$ cat src/rtl/pll_lock_ctrl_pkg.sv
// Shared definitions for the PLL acquisition/lock sequencer.
// Latency: n/a (types, constants and pure helper functions only).
// Backpressure: n/a.
package pll_lock_ctrl_pkg;

    typedef enum logic [2:0] {
        ST_IDLE   = 3'd0,
        ST_CLEAR  = 3'd1,
        ST_ACQ    = 3'd2,
        ST_TRACK  = 3'd3,
        ST_LOCKED = 3'd4
    } state_t;

    localparam logic [7:0] SPEED_MIN = 8'd0;
    localparam logic [7:0] SPEED_MAX = 8'd255;
    localparam logic [7:0] SPEED_MID = 8'd128;

    // Magnitude of a window's net phase error.
    function automatic int iabs(input int v);
        return (v < 0) ? -v : v;
    endfunction

    // Loop filter output pinned at either rail means the loop ran away.
    function automatic logic at_rail(input logic [7:0] speed);
        return (speed == SPEED_MIN) || (speed == SPEED_MAX);
    endfunction

endpackage

$ cat src/rtl/pll_err_window.sv
// Windowed net phase-error accumulator (window counter + signed sum).
// Latency: win_end/win_sum are combinational on the current cycle's pd inputs.
// Backpressure: none; advances every cycle unless clear is held.
module pll_err_window #(
    parameter int DECIM = 16,
    parameter int AW    = $clog2(DECIM) + 2
) (
    input  logic                 clk,
    input  logic                 rst,
    input  logic                 clear,
    input  logic                 pd_up,
    input  logic                 pd_dn,
    output logic                 win_end,
    output logic signed [AW-1:0] win_sum
);

    localparam int CW = $clog2(DECIM);

    logic [CW-1:0]        cnt;
    logic signed [AW-1:0] acc;
    logic signed [AW-1:0] err;

    // Per-cycle net error: +1 speed up, -1 slow down, 0 when both or neither.
    always_comb begin
        err = '0;
        if (pd_up && !pd_dn) begin
            err = AW'(1);
        end else if (pd_dn && !pd_up) begin
            err = '1;
        end
    end

    assign win_end = !clear && (cnt == CW'(DECIM - 1));
    // The final sum includes the error of the window's last cycle.
    assign win_sum = acc + err;

    // Accumulate within a window; restart from zero at window end or while held clear.
    always_ff @(posedge clk or posedge rst) begin
        if (rst) begin
            cnt <= '0;
            acc <= '0;
        end else if (clear || win_end) begin
            cnt <= '0;
            acc <= '0;
        end else begin
            cnt <= cnt + 1'b1;
            acc <= win_sum;
        end
    end

endmodule

$ cat src/rtl/pll_lock_ctrl.sv
// PLL acquisition/lock sequencer driving loop-filter up/dn/rst from phase-detector pulses.
// Latency: all outputs registered, one cycle after the deciding input/state.
// Backpressure: none; enable low returns to IDLE on the next cycle.
module pll_lock_ctrl
    import pll_lock_ctrl_pkg::*;
#(
    parameter int DECIM        = 16,
    parameter int ACQ_CYCLES   = 256,
    parameter int LOCK_TOL     = 2,
    parameter int LOCK_WINDOWS = 8,
    parameter int UNLOCK_TOL   = 6
) (
    input  logic       clk,
    input  logic       rst,
    input  logic       enable,
    input  logic       pd_up,
    input  logic       pd_dn,
    input  logic [7:0] speed_var,
    output logic       lf_up,
    output logic       lf_dn,
    output logic       lf_rst,
    output logic       locked,
    output logic [2:0] state
);

    localparam int AW  = $clog2(DECIM) + 2;
    localparam int ACW = $clog2(ACQ_CYCLES + 1);
    localparam int GW  = $clog2(LOCK_WINDOWS + 1);

    state_t               state_q, state_d;
    logic [ACW-1:0]       acq_q, acq_d;
    logic [GW-1:0]        good_q, good_d;
    logic                 up_d, dn_d;
    logic                 win_clear;
    logic                 win_end;
    logic signed [AW-1:0] win_sum;
    int                   fin;

    // Window statistics only run while tracking or locked.
    assign win_clear = !((state_q == ST_TRACK) || (state_q == ST_LOCKED));

    pll_err_window #(
        .DECIM (DECIM),
        .AW    (AW)
    ) u_win (
        .clk     (clk),
        .rst     (rst),
        .clear   (win_clear),
        .pd_up   (pd_up),
        .pd_dn   (pd_dn),
        .win_end (win_end),
        .win_sum (win_sum)
    );

    // Sequencing: next state, counters and the next cycle's loop-filter pulses.
    always_comb begin
        state_d = state_q;
        acq_d   = acq_q;
        good_d  = good_q;
        up_d    = 1'b0;
        dn_d    = 1'b0;
        fin     = int'(win_sum);
        case (state_q)
            ST_IDLE: begin
                acq_d  = '0;
                good_d = '0;
                if (enable) state_d = ST_CLEAR;
            end
            ST_CLEAR: begin
                acq_d   = '0;
                good_d  = '0;
                state_d = ST_ACQ;
            end
            ST_ACQ: begin
                // Full-rate pass-through; conflicting requests cancel out.
                up_d  = pd_up && !pd_dn;
                dn_d  = pd_dn && !pd_up;
                acq_d = acq_q + 1'b1;
                if (int'(acq_q) == ACQ_CYCLES - 1) state_d = ST_TRACK;
            end
            ST_TRACK, ST_LOCKED: begin
                if (win_end) begin
                    if (at_rail(speed_var)) begin
                        // Runaway filter: restart acquisition, suppress this window's pulse.
                        state_d = ST_CLEAR;
                        good_d  = '0;
                    end else begin
                        up_d = (fin > 0);
                        dn_d = (fin < 0);
                        if (state_q == ST_TRACK) begin
                            if (iabs(fin) <= LOCK_TOL) begin
                                good_d = good_q + 1'b1;
                                if (int'(good_q) + 1 >= LOCK_WINDOWS) state_d = ST_LOCKED;
                            end else begin
                                good_d = '0;
                            end
                        end else if (iabs(fin) > UNLOCK_TOL) begin
                            state_d = ST_TRACK;
                            good_d  = '0;
                        end
                    end
                end
            end
            default: begin
                state_d = ST_IDLE;
            end
        endcase
        // Run request dropped: everything returns to idle regardless of state.
        if (!enable) begin
            state_d = ST_IDLE;
            up_d    = 1'b0;
            dn_d    = 1'b0;
            acq_d   = '0;
            good_d  = '0;
        end
    end

    // State, counters and registered outputs; lf_rst/locked follow the state being entered.
    always_ff @(posedge clk or posedge rst) begin
        if (rst) begin
            state_q <= ST_IDLE;
            acq_q   <= '0;
            good_q  <= '0;
            lf_up   <= 1'b0;
            lf_dn   <= 1'b0;
            lf_rst  <= 1'b0;
            locked  <= 1'b0;
        end else begin
            state_q <= state_d;
            acq_q   <= acq_d;
            good_q  <= good_d;
            lf_up   <= up_d;
            lf_dn   <= dn_d;
            lf_rst  <= (state_d == ST_CLEAR);
            locked  <= (state_d == ST_LOCKED);
        end
    end

    assign state = state_q;

endmodule
$ cat config.mk
export PLATFORM = sky130hd
export DESIGN_NAME = pll_lock_ctrl
export DESIGN_NICKNAME = d
export VERILOG_FILES = /design/src/rtl/pll_lock_ctrl_pkg.sv /design/src/rtl/pll_err_window.sv /design/src/rtl/pll_lock_ctrl.sv
export SDC_FILE = /design/constraint.sdc
export NUM_CORES = 1
export LEC_CHECK = 0
export CAP_MARGIN = 20
export CORE_MARGIN = 4
export CORE_UTILIZATION = 58
export DETAILED_ROUTE_END_ITERATION = 8
export GPL_ROUTABILITY_DRIVEN = 0
export PLACE_DENSITY = 0.86
export SLEW_MARGIN = 20
export SYNTH_ARGS = -nofsm -noshare
export SYNTH_HDL_FRONTEND = slang
export SYNTH_HIERARCHICAL = 1
export SYNTH_SLANG_ARGS = --single-unit
$ cat constraint.sdc
create_clock -name clk -period 7.67 [get_ports clk]
set_clock_uncertainty 0.2 [all_clocks]
set_input_delay 1.9175 -clock clk [delete_from_list [all_inputs] [get_ports clk]]
set_output_delay 1.9175 -clock clk [all_outputs]
set_load 0.005 [all_outputs]
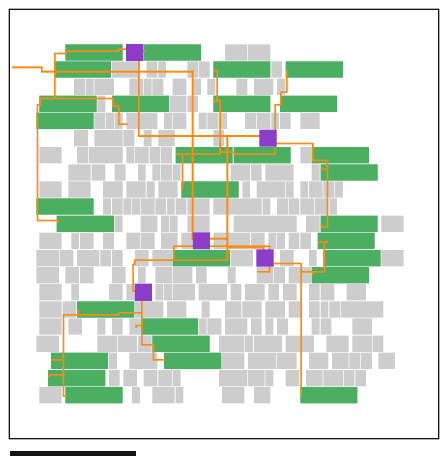
*Routed clock nets over the placement, run 1*
Scale bar: 20 um.
[flip-flops] green | count: 30
[clock wires] orange | length: 394 um
[clock-net drivers] purple | count: 5
flops lie: spread over the die
routed clock nets: 6

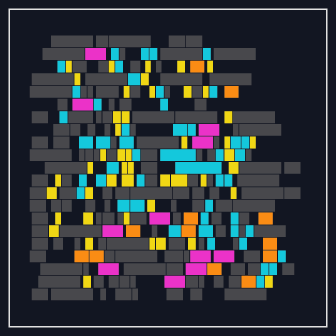
*Selected gate families, run 1*
[aoi and oai cells] cyan | cells: 48
[nand cells] yellow | cells: 46
[xor and xnor cells] orange | cells: 12
[fa/ha/maj cells] magenta | cells: 11

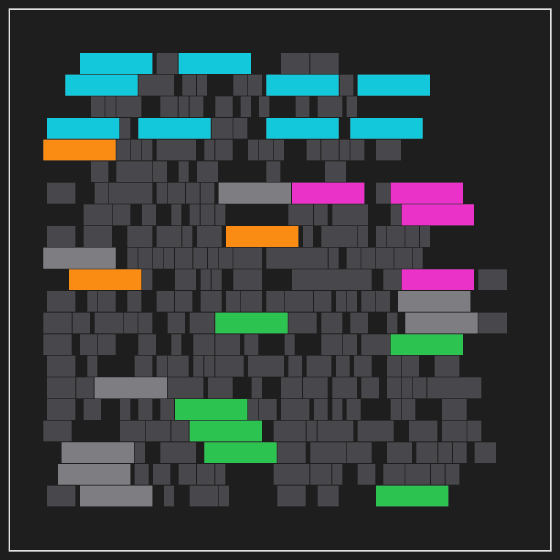
*Register map, names as in the netlist, run 1*
Other sequential cells in the stronger gray, the rest of the logic in the fainter gray.
[`good_q`] magenta | flops: 4
[`state`] orange | flops: 3
[`acq_q`] cyan | flops: 9
[`u_win/acc`] green | flops: 6
not colored: 8

[run 1: metal layers]
| metal | global-route usage, % | up-vias | wire length (um) |
|---|---|---|---|
| li1 | - | 875 | - |
| met1 | 28.3 | 822 | 1950 |
| met2 | 33.7 | 68 | 1960 |
| met3 | 4.11 | 6 | 295 |
| met4 | 10.4 | 0 | 68 |
| met5 | 0 | - | 0 |
[run 1: layout make-up]
| class | instances | area [sq um] |
|---|---|---|
| Multi-Input combinational cell | 182 | 1210 |
| Inverter | 15 | 56.3 |
| Tap cell | 46 | 57.6 |
| Timing Repair Buffer | 19 | 190 |
| Sequential cell | 30 | 751 |
| Fill cell | 273 | 1060 |
| Clock inverter | 2 | 12.5 |
| Clock buffer | 6 | 51.3 |
[run 1: metrics by stage]
stage	cell area, sq um	total power, mW	setup slack (ns)	utilization [%]	instances
floorplan	2080	0.226	2.71	-	237
global placement	2260	0.245	2.10	66.7	292
detailed placement	2260	0.247	1.96	66.7	292
CTS	2330	0.349	2.32	68.6	300
global route	2330	0.367	1.98	68.6	300
finish	2330	0.346	2.19	68.6	300
[run 1: Yosys cell counts, types with 2 or more instances]
library cell and n:
dfrtp_1 30, nand2_1 23, o21ai_0 20, nor2_1 17
inv_1 15, a21oi_1 13, nand3_1 13, ha_1 11
and3_1 7, nor2b_1 7, xor2_1 7, and2_1 5
clkbuf_1 5, xnor2_1 5, buf_6 4, nand2b_1 4
nand4_1 4, nor3_1 4, nor3b_1 4, a32o_1 3
nor4_1 2, o221ai_1 2, o22ai_1 2, o31ai_1 2
[run 1: worst max-delay path, stage by stage]
cell	delay (ns)
clkdlybuf4s50_1	0.49
inv_1	0.06
ha_1	0.27
inv_1	0.04
ha_1	0.23
and4_1	0.23
a32o_1	0.21
o21ai_0	0.26
nand2_1	0.26
a211oi_1	0.29
a21oi_1	0.08
a211o_1	0.30
a2111oi_4	0.42
o2111ai_1	0.21
nor4b_2	0.21
[run 1: power groups by stage]
stage	clock network, mW	registers [mW]	logic [mW]
floorplan	0	0.168	0.0575
global placement	0	0.172	0.0726
detailed placement	0	0.173	0.0749
CTS	0.104	0.169	0.0759
global route	0.112	0.170	0.0840
finish	0.101	0.170	0.0757
[run 1: state kept, by name, summed over array words and instances, names as in the netlist]
register,cells
acq_q,9
u_win/acc,6
good_q,4
u_win/cnt,4
state,3
lf_dn,1
lf_rst,1
lf_up,1
locked,1
[run 1: final timing paths]
kind,startpoint,to,cells after the start
setup / recovery,pd_up,lf_rst,15
hold / removal,acq_q[7],acq_q[7],1
setup reg to reg,u_win/acc[0],lf_rst,11
hold reg to reg,acq_q[7],acq_q[7],1
max in group asynchronous,rst,acq_q[2],2
min in group asynchronous,rst,u_win/acc[4],2
[run 1: kinds of logic after synthesis]
group           count (synthesis)  share of synthesized area [%]
mux                             1                          0.480
flops                          30                           36.0
simple gates                  100                           26.2
compound gates                 58                           19.6
buf+inv                        25                           6.01
xor+xnor                       12                           5.05
fa+ha+maj                      11                           6.61
==> run summary, run 1 <==
Status: complete, no violations
Clk buf depth: 2
Max Cap Viol: 0
Top cells, area: dfrtp_1 36%, ha_1 6.6%, o21ai_0 4.8%, nand2_1 4.1%, a21oi_1 3.1%
Worst path required time: 7.69 ns
DRT iter0 DRCs: 116
Final setup viols: 0
Min-Delay Path Class: reg -> reg
Die W: 67.9 um
Final Slew Violations: 0
Worst slew pin tran: 0.782 ns
Latency at later pin: 0.33 ns
Total wire length: 4270 um
Chip height: 67.9 um
CTS tree: built
Mapped Cells: 237
H-Tree Depth: 2
Post-cts repair resize count: 0
Area leader, netlist: dfrtp_1
Init Core Util: 61.5%
Fraction of registers with async set or reset after synthesis: 100%
Tcrit/Tclk final: 71.4%
IO buf count: 19
Wirelength per Cell: 14.2 um
Pwr per Cell Area: 149 nW/um^2
Vias in the first global route: 1,697
Total gr overflow: 0
Clock sink count: 30
Vias after detailed routing: 1,771
Die area: 4610 sq um
Reg2reg setup slack: 4.24 ns
YS chip area: 2080 sq um
# diodes: 0
Clk slew on worst S/H paths: 0.09 ns
Worst Hold Slack: 0.275 ns
Sw Share: 31.0%
Top-area cell share: 36.0%
Leakage: 0.994 nW
Synth-to-Final Area Change: 11.7%
Relative slew slack: 47.8%
# hold bufs at CTS: 0
Global-route wire length before repair: 7400 um
Row count: 21
DRT antenna net count: 0
P_int: 0.239 mW
Sequential share of power: 49.0%
Worst-path fanout max: 9
Crit path DAT: 5.49 ns
RSZ-0062 raised after global routing: no
Seq/Total Area, Yosys: 36.0%
Clk root buf: clkbuf_4
Post-synth EDFFs: 0
Final hold violations: 0
Dominant logic cell type in the layout: dfrtp_1
CP startpoint kind: input port
Synth Net Count: 261
Total CTS buffers: 5
Critical path class: in -> reg
Ys cells: 237
Tool Warnings: 30
Ys flops: 30
NumNets Final: 277
Setup bufs post-CTS: 0
Period minus WS final: 5.48 ns
Maximum clock rate: 183 MHz
Syn avg cell area: 8.79 sq um
Cell Area, Synth: 2080 sq um
Hpwl dp: 3150 um
DRC viols: 0
Largest net degree at the start of global routing: 21
Core box area: 3390 sq um
Clock power share: 29.1%
Total I/O pin count: 20
Top FF cell, synth: dfrtp_1
Initial antenna violation count: 0
Net Sw Power: 0.107 mW
Vias per cell: 5.90
Cell Type Count: 52
Total Routing Usage GR: 21.5%
Most instantiated logic cells after routing: 30 x dfrtp_1, 23 x nand2_1, 20 x o21ai_0
Fin Setup TNS: 0 ns
Detailed Routing Iterations Pass 1: 4
Comb power frac: 21.9%
Share of layout cells above drive strength 1: 7.48%
VDD IR-drop max: 0.000103 V
YS warnings: 6
Crit end category: flip-flop
### Clock nets, run 1

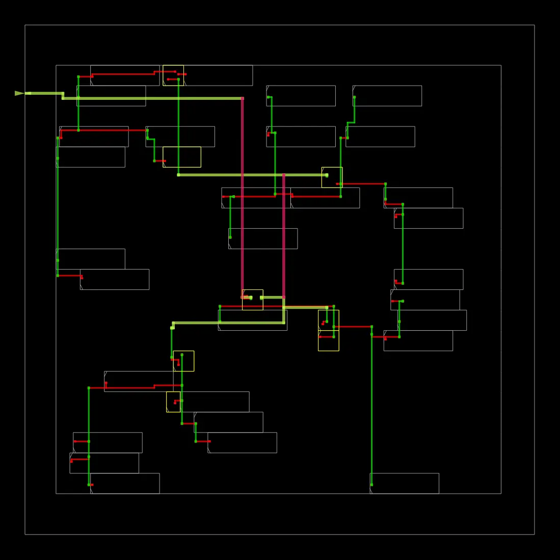

==> inputs of run 2 (changes only) <==
- CORE_UTILIZATION: 58 -> 57
- PLACE_DENSITY: 0.86 -> 0.85
- clock period: 7.67 -> 5.1 ns (I/O delays scaled with it)
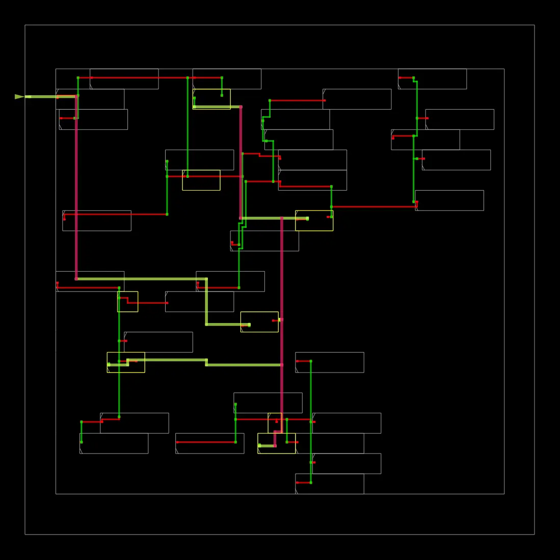
*Clock nets, run 2*
total CTS buffers: 5
clock sink count: 30
flop count: 30
Latency at later pin: 0.29 ns

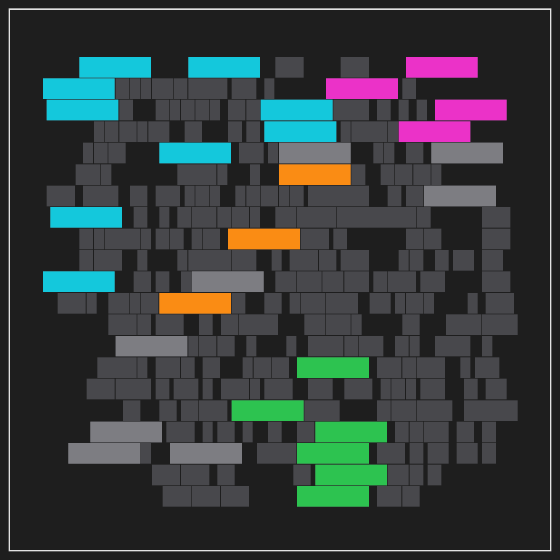
*Register map, names as in the netlist, run 2*
Other sequential cells in the stronger gray, the rest of the logic in the fainter gray.
[`good_q`] magenta | flops: 4 | where: top right
[`u_win/acc`] green | flops: 6 | where: bottom middle
[`state`] orange | flops: 3
[`acq_q`] cyan | flops: 9 | where: top left
not colored: 8

==> run 2 against run 1 <==
Sequential cell count did not move. Die size up 1.6%. Synthesized area is the same. Highest routed layer unchanged. Combinational power up 53%. Core utilization up 0.30 points. Wire length grew 1.0%. Synthesized cell count did not move.
==> run summary, run 2 <==
Status: complete, no violations
Syn avg cell area: 8.79 sq um (unchanged)
H-Tree Depth: 2 (unchanged)
Detailed Routing Iterations Pass 1: 4 (unchanged)
Most instantiated logic cells after routing: 30 x dfrtp_1, 23 x nand2_1, 20 x o21ai_0
Most frequent cell after synthesis: dfrtp_1
Cell Area, Synth: 2080 sq um (unchanged)
Crit path DAT: 4.70 ns (-0.79 ns)
VDD IR-drop max: 0.000155 V (+51%)
Comb power frac: 20.2% (-1.7 points)
Total I/O pin count: 20 (unchanged)
CP startpoint kind: input port
Chip height: 68.5 um (+0.77%)
Global-route wire length before repair: 7220 um (-2.3%)
Total Power: 0.574 mW (+66%)
Synth Net Count: 261 (unchanged)
Share of layout cells above drive strength 1: 8.20% (+0.72 points)
Die W: 68.5 um (+0.77%)
Largest Register: acq_q
YS warnings: 6 (unchanged)
Final setup viols: 0 (unchanged)
Min-Delay Path Class: reg -> reg
Vias in the first global route: 1,648 (-2.9%)
Final hold violations: 0 (unchanged)
Top FF cell, synth: dfrtp_1
Min-Delay Startpoint: u_win/cnt[0]
Mapped Cells: 237 (unchanged)
Final Slew Violations: 0 (unchanged)
Non-filler cells, final: 302 (+0.67%)
Largest register FFs: 9 (unchanged)
Synth-to-Final Area Change: 13.9%
Hpwl dp: 3260 um (+3.6%)
Fin Setup TNS: 0 ns (unchanged)
Clock power share: 35.3% (+6.2 points)
Maximum clock rate: 211 MHz
Relative slew slack: 49.4% (+1.6 points)
Total Routing Usage GR: 21.0% (-0.49 points)
P_int: 0.403 mW (+69%)
Cell Type Count: 52 (unchanged)
Row count: 21 (unchanged)
PnR worst setup slack: 0.370 ns (-1.82 ns)
Net Sw Power: 0.171 mW (+60%)
DRT iter0 DRCs: 130 (+12%)
Tool Warnings: 30 (unchanged)
Crit end category: flip-flop
Crit path launch: pd_up
Total wire length: 4310 um (+1.0%)
Top cells by count: 30 x dfrtp_1, 23 x nand2_1, 20 x o21ai_0, 17 x nor2_1, 15 x inv_1
Vias after detailed routing: 1,774 (+0.17%)
Post-synth EDFFs: 0 (unchanged)
DP Worst Slack: 0.0950 ns (-1.86 ns)
Clk root buf: clkbuf_8
Core box area: 3440 sq um (+1.6%)
Top Registers: acq_q (9), u_win/acc (6)
Leakage: 1.02 nW (+2.3%)
Vias per cell: 5.87 (-0.49%)
# hold bufs at CTS: 0 (unchanged)
# diodes: 0 (unchanged)
Period minus WS final: 4.73 ns
DP Cell Count: 294 (+0.68%)
Sw Share: 29.8% (-1.2 points)
Init Core Util: 60.5% (-0.94 points)
Initial antenna violation count: 0 (unchanged)
Worst slew pin tran: 0.759 ns (-0.0234 ns)
Worst Hold Slack: 0.268 ns (-0.00723 ns)
# fillers: 277 (+1.5%)
Post-cts repair resize count: 0 (unchanged)
Clk slew on worst S/H paths: 0.06 ns (-0.03 ns)
CTS tree: built
RSZ-0062 raised after global routing: no
Ys flops: 30 (unchanged)
Ys cells: 237 (unchanged)
Fraction of registers with async set or reset after synthesis: 100% (unchanged)
Wirelength per Cell: 14.3 um (+0.36%)
NumNets Final: 279 (+0.72%)
DRC viols: 0 (unchanged)
Die area: 4690 sq um (+1.6%)
Worst-path fanout max: 9 (unchanged)
Worst path required time: 5.07 ns (-2.62 ns)
R2r startpoint: u_win/acc[0]
YS chip area: 2080 sq um (unchanged)
Total gr overflow: 0 (unchanged)
Tcrit/Tclk final: 92.7%
Max Cap Viol: 0 (unchanged)
IO buf count: 19 (unchanged)
Area leader, netlist: dfrtp_1
Sequential share of power: 44.5% (-4.5 points)
Setup bufs post-CTS: 0 (unchanged)
Seq/Total Area, Yosys: 36.0% (unchanged)
Largest net degree at the start of global routing: 21 (unchanged)
Top cells, area: dfrtp_1 36%, ha_1 6.6%, o21ai_0 4.8%, nand2_1 4.1%, a21oi_1 3.1%
DRT antenna net count: 0 (unchanged)
Clk buf depth: 2 (unchanged)
Dominant logic cell type in the layout: dfrtp_1
Top-area cell share: 36.0% (unchanged)
Pwr per Cell Area: 242 nW/um^2 (+63%)
Critical path class: in -> reg
[run 2: through the flow]
stage / util [%] / area (sq um)
final: 68.9 / 2370
after global routing: 68.9 / 2370
after CTS: 68.9 / 2370
after detailed placement: 66.2 / 2280
after global placement: 66.2 / 2280
after floorplan: - / 2080
[run 2: per-layer routing]
metal | GRT usage, % | share of wire, % | vias up
met5 | 0 | 0 | -
met4 | 10.4 | 2.0 | 0
met3 | 6.08 | 5.1 | 10
met2 | 32.4 | 47 | 41
met1 | 26.5 | 46 | 845
li1 | - | - | 878
[run 2: layout make-up]
| type | count | area [sq um] | share of cell area [%] |
|---|---|---|---|
| Clock inverter | 2 | 12.5 | 0.527 |
| Multi-Input combinational cell | 182 | 1210 | 50.9 |
| Clock buffer | 6 | 82.6 | 3.48 |
| Inverter | 15 | 56.3 | 2.37 |
| Sequential cell | 30 | 751 | 31.6 |
| Timing Repair Buffer | 21 | 205 | 8.65 |
| Tap cell | 46 | 57.6 | 2.43 |
[run 2: final timing paths]
path	end	slack, ns	depth (start not counted)
max in group asynchronous	acq_q[8]	2.96	2
worst max-delay path	state[1]	0.37	15
worst min register to register	u_win/cnt[0]	0.27	1
worst max register to register	state[1]	1.81	11
worst min-delay path	u_win/cnt[0]	0.27	1
min in group asynchronous	u_win/cnt[2]	1.10	2
[run 2: cell families (layout without fill, tap and decap cells)]
family	count (synthesis)	count (layout)	synth area share, %
flip-flops	30	30	36.0
AND/OR/NAND/NOR	100	100	26.2
multiplexers	1	1	0.480
adder cells (fa/ha/maj)	11	11	6.61
AND-OR/OR-AND	58	58	19.6
buffers and inverters	25	44	6.01
XOR/XNOR	12	12	5.05
[run 2: power groups by stage]
stage	sequential [mW]	clock [mW]	combinational, mW
2_1_floorplan	0.253	0	0.0864
3_3_place_gp	0.260	0	0.112
3_5_place_dp	0.260	0	0.115
4_1_cts	0.255	0.207	0.116
5_1_grt	0.257	0.218	0.128
6_report	0.256	0.203	0.116
[run 2: worst max-delay path, cell delays in order]
cell	delay (ns)
clkdlybuf4s50_1	0.49
inv_1	0.07
ha_1	0.27
inv_1	0.04
ha_1	0.22
and4_1	0.21
a32o_1	0.20
or3_1	0.38
nand2_1	0.24
o31ai_1	0.14
xor2_1	0.24
nand4_1	0.25
o211ai_1	0.29
nor2_2	0.07
o311a_1	0.30
### Selected gate families, run 2

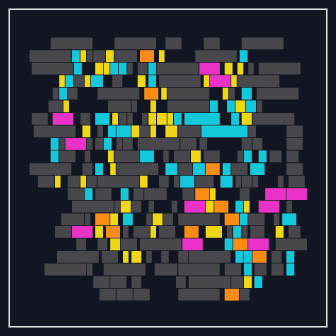

==> inputs of run 3 (changes only) <==
- ABC_AREA: not set -> 1
- PLACE_DENSITY: 0.85 -> 0.87
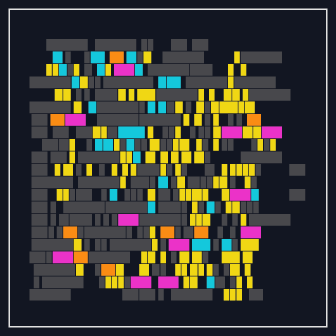
*Selected gate families, run 3*
[nand cells] yellow | cells: 118
[xor and xnor cells] orange | cells: 8
[aoi and oai cells] cyan | cells: 25
[fa/ha/maj cells] magenta | cells: 11

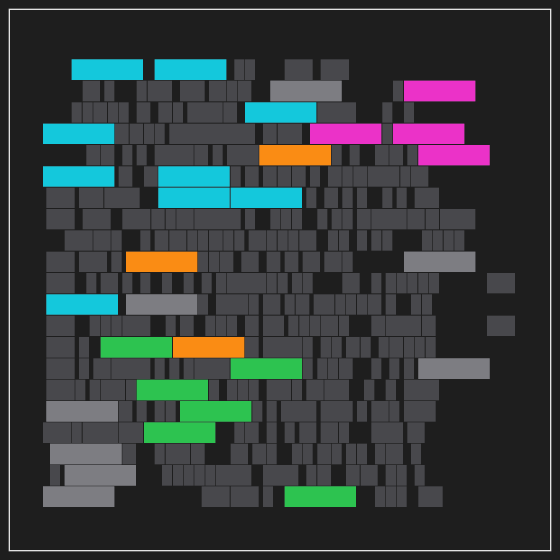
*Register map, names as in the netlist, run 3*
Other sequential cells in the stronger gray, the rest of the logic in the fainter gray.
[`u_win/acc`] green | flops: 6
[`acq_q`] cyan | flops: 9
[`good_q`] magenta | flops: 4 | where: top right
[`state`] orange | flops: 3

==> run 3 against run 2 <==
Via count increased by 11%. Critical path depth increased by 3. Largest cell class unchanged. Cell count increased by 22%.
==> run summary, run 3 <==
Worst slew pin tran: 0.805 ns (+0.0461 ns)
Status: complete, no violations
Latency at later pin: 0.28 ns (about the same)
Total I/O pin count: 20 (unchanged)
PnR worst setup slack: 0.798 ns (+0.428 ns)
Pwr per Cell Area: 244 nW/um^2 (+0.95%)
Die W: 68.8 um (+0.53%)
Initial antenna violation count: 0 (unchanged)
DRT iter0 DRCs: 181 (+39%)
Final Slew Violations: 0 (unchanged)
Worst R2R Path Depth: 17 (+6)
Ys flops: 30 (unchanged)
Row count: 21 (unchanged)
Leakage: 1.24 nW (+22%)
H-Tree Depth: 2 (unchanged)
Die area: 4740 sq um (+1.1%)
Largest Register: acq_q
Mapped Cells: 298 (+26%)
Most instantiated logic cells after routing: 71 x nand2_1, 46 x inv_1, 37 x nor2_1
Cell Type Count: 32 (-38%)
Min-Delay Path Class: reg -> reg
Cell Area, Synth: 2110 sq um (+1.2%)
Setup bufs post-CTS: 0 (unchanged)
Largest net degree at the start of global routing: 21 (unchanged)
DRT antenna net count: 0 (unchanged)
Max Cap Viol: 0 (unchanged)
Total Routing Usage GR: 23.6% (+2.6 points)
Wirelength per Cell: 12.9 um (-9.6%)
Detailed Routing Iterations Pass 1: 4 (unchanged)
Post-cts repair resize count: 0 (unchanged)
Reg2Reg Capture Point: good_q[1]
Fin Setup TNS: 0 ns (unchanged)
Tool Warnings: 30 (unchanged)
NumNets Final: 345 (+24%)
Worst path required time: 5.12 ns (+0.05 ns)
# diodes: 0 (unchanged)
Final hold violations: 0 (unchanged)
Clk slew on worst S/H paths: 0.07 ns (about the same)
R2r startpoint: u_win/acc[1]
Fraction of registers with async set or reset after synthesis: 100% (unchanged)
Ys cells: 298 (+26%)
Period minus WS final: 4.30 ns (-0.428 ns)
Vias per cell: 5.34 (-9.1%)
CP startpoint kind: input port
Final Util: 71.0% (+2.1 points)
VDD IR-drop max: 0.000237 V (+53%)
Synth-to-Final Area Change: 16.0%
Top cells by count: 71 x nand2_1, 46 x inv_1, 37 x nor2_1, 30 x dfrtp_1, 29 x nand3_1
Seq/Total Area, Yosys: 35.6% (-0.43 points)
Largest register FFs: 9 (unchanged)
IO buf count: 19 (unchanged)
Crit path launch: pd_dn
Synth Net Count: 322 (+23%)
CTS tree: built
DP Worst Slack: 0.519 ns (+0.424 ns)
Crit end category: flip-flop
Total CTS buffers: 5 (unchanged)
Dominant logic cell type in the layout: nand2_1
Global-route wire length before repair: 8190 um (+13%)
Relative slew slack: 46.3% (-3.1 points)
DP Cell Count: 360 (+22%)
DRC viols: 0 (unchanged)
Worst Hold Path Cells: 1 (unchanged)
Top Registers: acq_q (9), u_win/acc (6)
Vias in the first global route: 1,878 (+14%)
Clk buf depth: 2 (unchanged)
Core box area: 3440 sq um (unchanged)
# hold bufs at CTS: 0 (unchanged)
Reg2reg setup slack: 2.28 ns (+0.47 ns)
Total gr overflow: 0 (unchanged)
Final setup viols: 0 (unchanged)
Worst-path fanout max: 8 (-1)
Endpoint, Worst Hold: u_win/cnt[0]
Critical path class: in -> reg
Tcrit/Tclk final: 84.4% (-8.4 points)
Post-synth EDFFs: 0 (unchanged)
Clk root buf: clkbuf_8
Most frequent cell after synthesis: nand2_1
Share of layout cells above drive strength 1: 10.2% (+2.0 points)
==> run 3: cell types whose count changed after synthesis, moves of 5 or more <==
cell / change
nand2_2: +6
and3_1: -7
o21ai_0: -11
inv_2: +7
nor2b_1: -7
inv_1: +31
and2_1: -5
a21oi_1: -7
nand2_1: +48
nand3_1: +16
clkbuf_1: -5
nor2_1: +20
==> run 3: how the worst max path moves through the flow <==
stage	to	slack, ns
after floorplan	good_q[0]	1.40
after global placement	good_q[2]	0.61
after detailed placement	good_q[1]	0.52
after CTS	good_q[1]	0.81
after global routing	good_q[0]	0.44
final	good_q[1]	0.80
==> run 3: critical path: stages <==
cell and delay (ns):
clkdlybuf4s50_1 0.53, ha_1 0.40, nand2_1 0.11, nand2_2 0.10, inv_1 0.05, ha_1 0.17
o21bai_2 0.19, xnor2_1 0.30, inv_2 0.09, nand3_1 0.14, a21oi_1 0.10, nor2_2 0.17
nand2_1 0.08, nor2_1 0.13, nand3_1 0.22, nand2_4 0.13, nand2_1 0.06, nand2_1 0.06
==> run 3: cell families after synthesis <==
| kind of cell | count (synthesis) | share of synthesized area [%] |
|---|---|---|
| AND-OR/OR-AND | 27 | 8.25 |
| XOR/XNOR | 8 | 3.32 |
| adder cells (fa/ha/maj) | 11 | 6.53 |
| buffers and inverters | 58 | 11.2 |
| flip-flops | 30 | 35.6 |
| AND/OR/NAND/NOR | 164 | 35.1 |
==> run 3: stage by stage <==
stage	area (sq um)	hold slack, ns
detailed placement	2330	0.265
global route	2440	0.309
floorplan	2110	0.233
finish	2440	0.269
global placement	2330	0.253
CTS	2440	0.274
==> run 3: cell type report <==
cell class,count,area (sq um)
multi-input combinational,210,1120
clock inverter,2,37.5
clock buffer,6,72.6
inverter,55,214
tap,46,57.6
sequential,30,751
fill,288,997
timing repair buffer,19,190
==> run 3: layer usage <==
layer	global-route usage (%)	share of wire, %	vias to the layer above	wire length [um]
met4	8.27	1.4	0	68
met1	29.6	44	917	2080
met5	0	0	-	0
li1	-	-	985	-
met2	39.5	50	55	2360
met3	5.83	5.1	8	241
==> run 3: power by group <==
part / total, mW / internal [mW] / leakage, nW / switching, mW
clock network: 0.239 / 0.146 / 0.0514 / 0.0934
registers: 0.249 / 0.243 / 0.415 / 0.00554
logic: 0.110 / 0.0405 / 0.775 / 0.0690
Power is estimated from default activity; no workload was simulated.
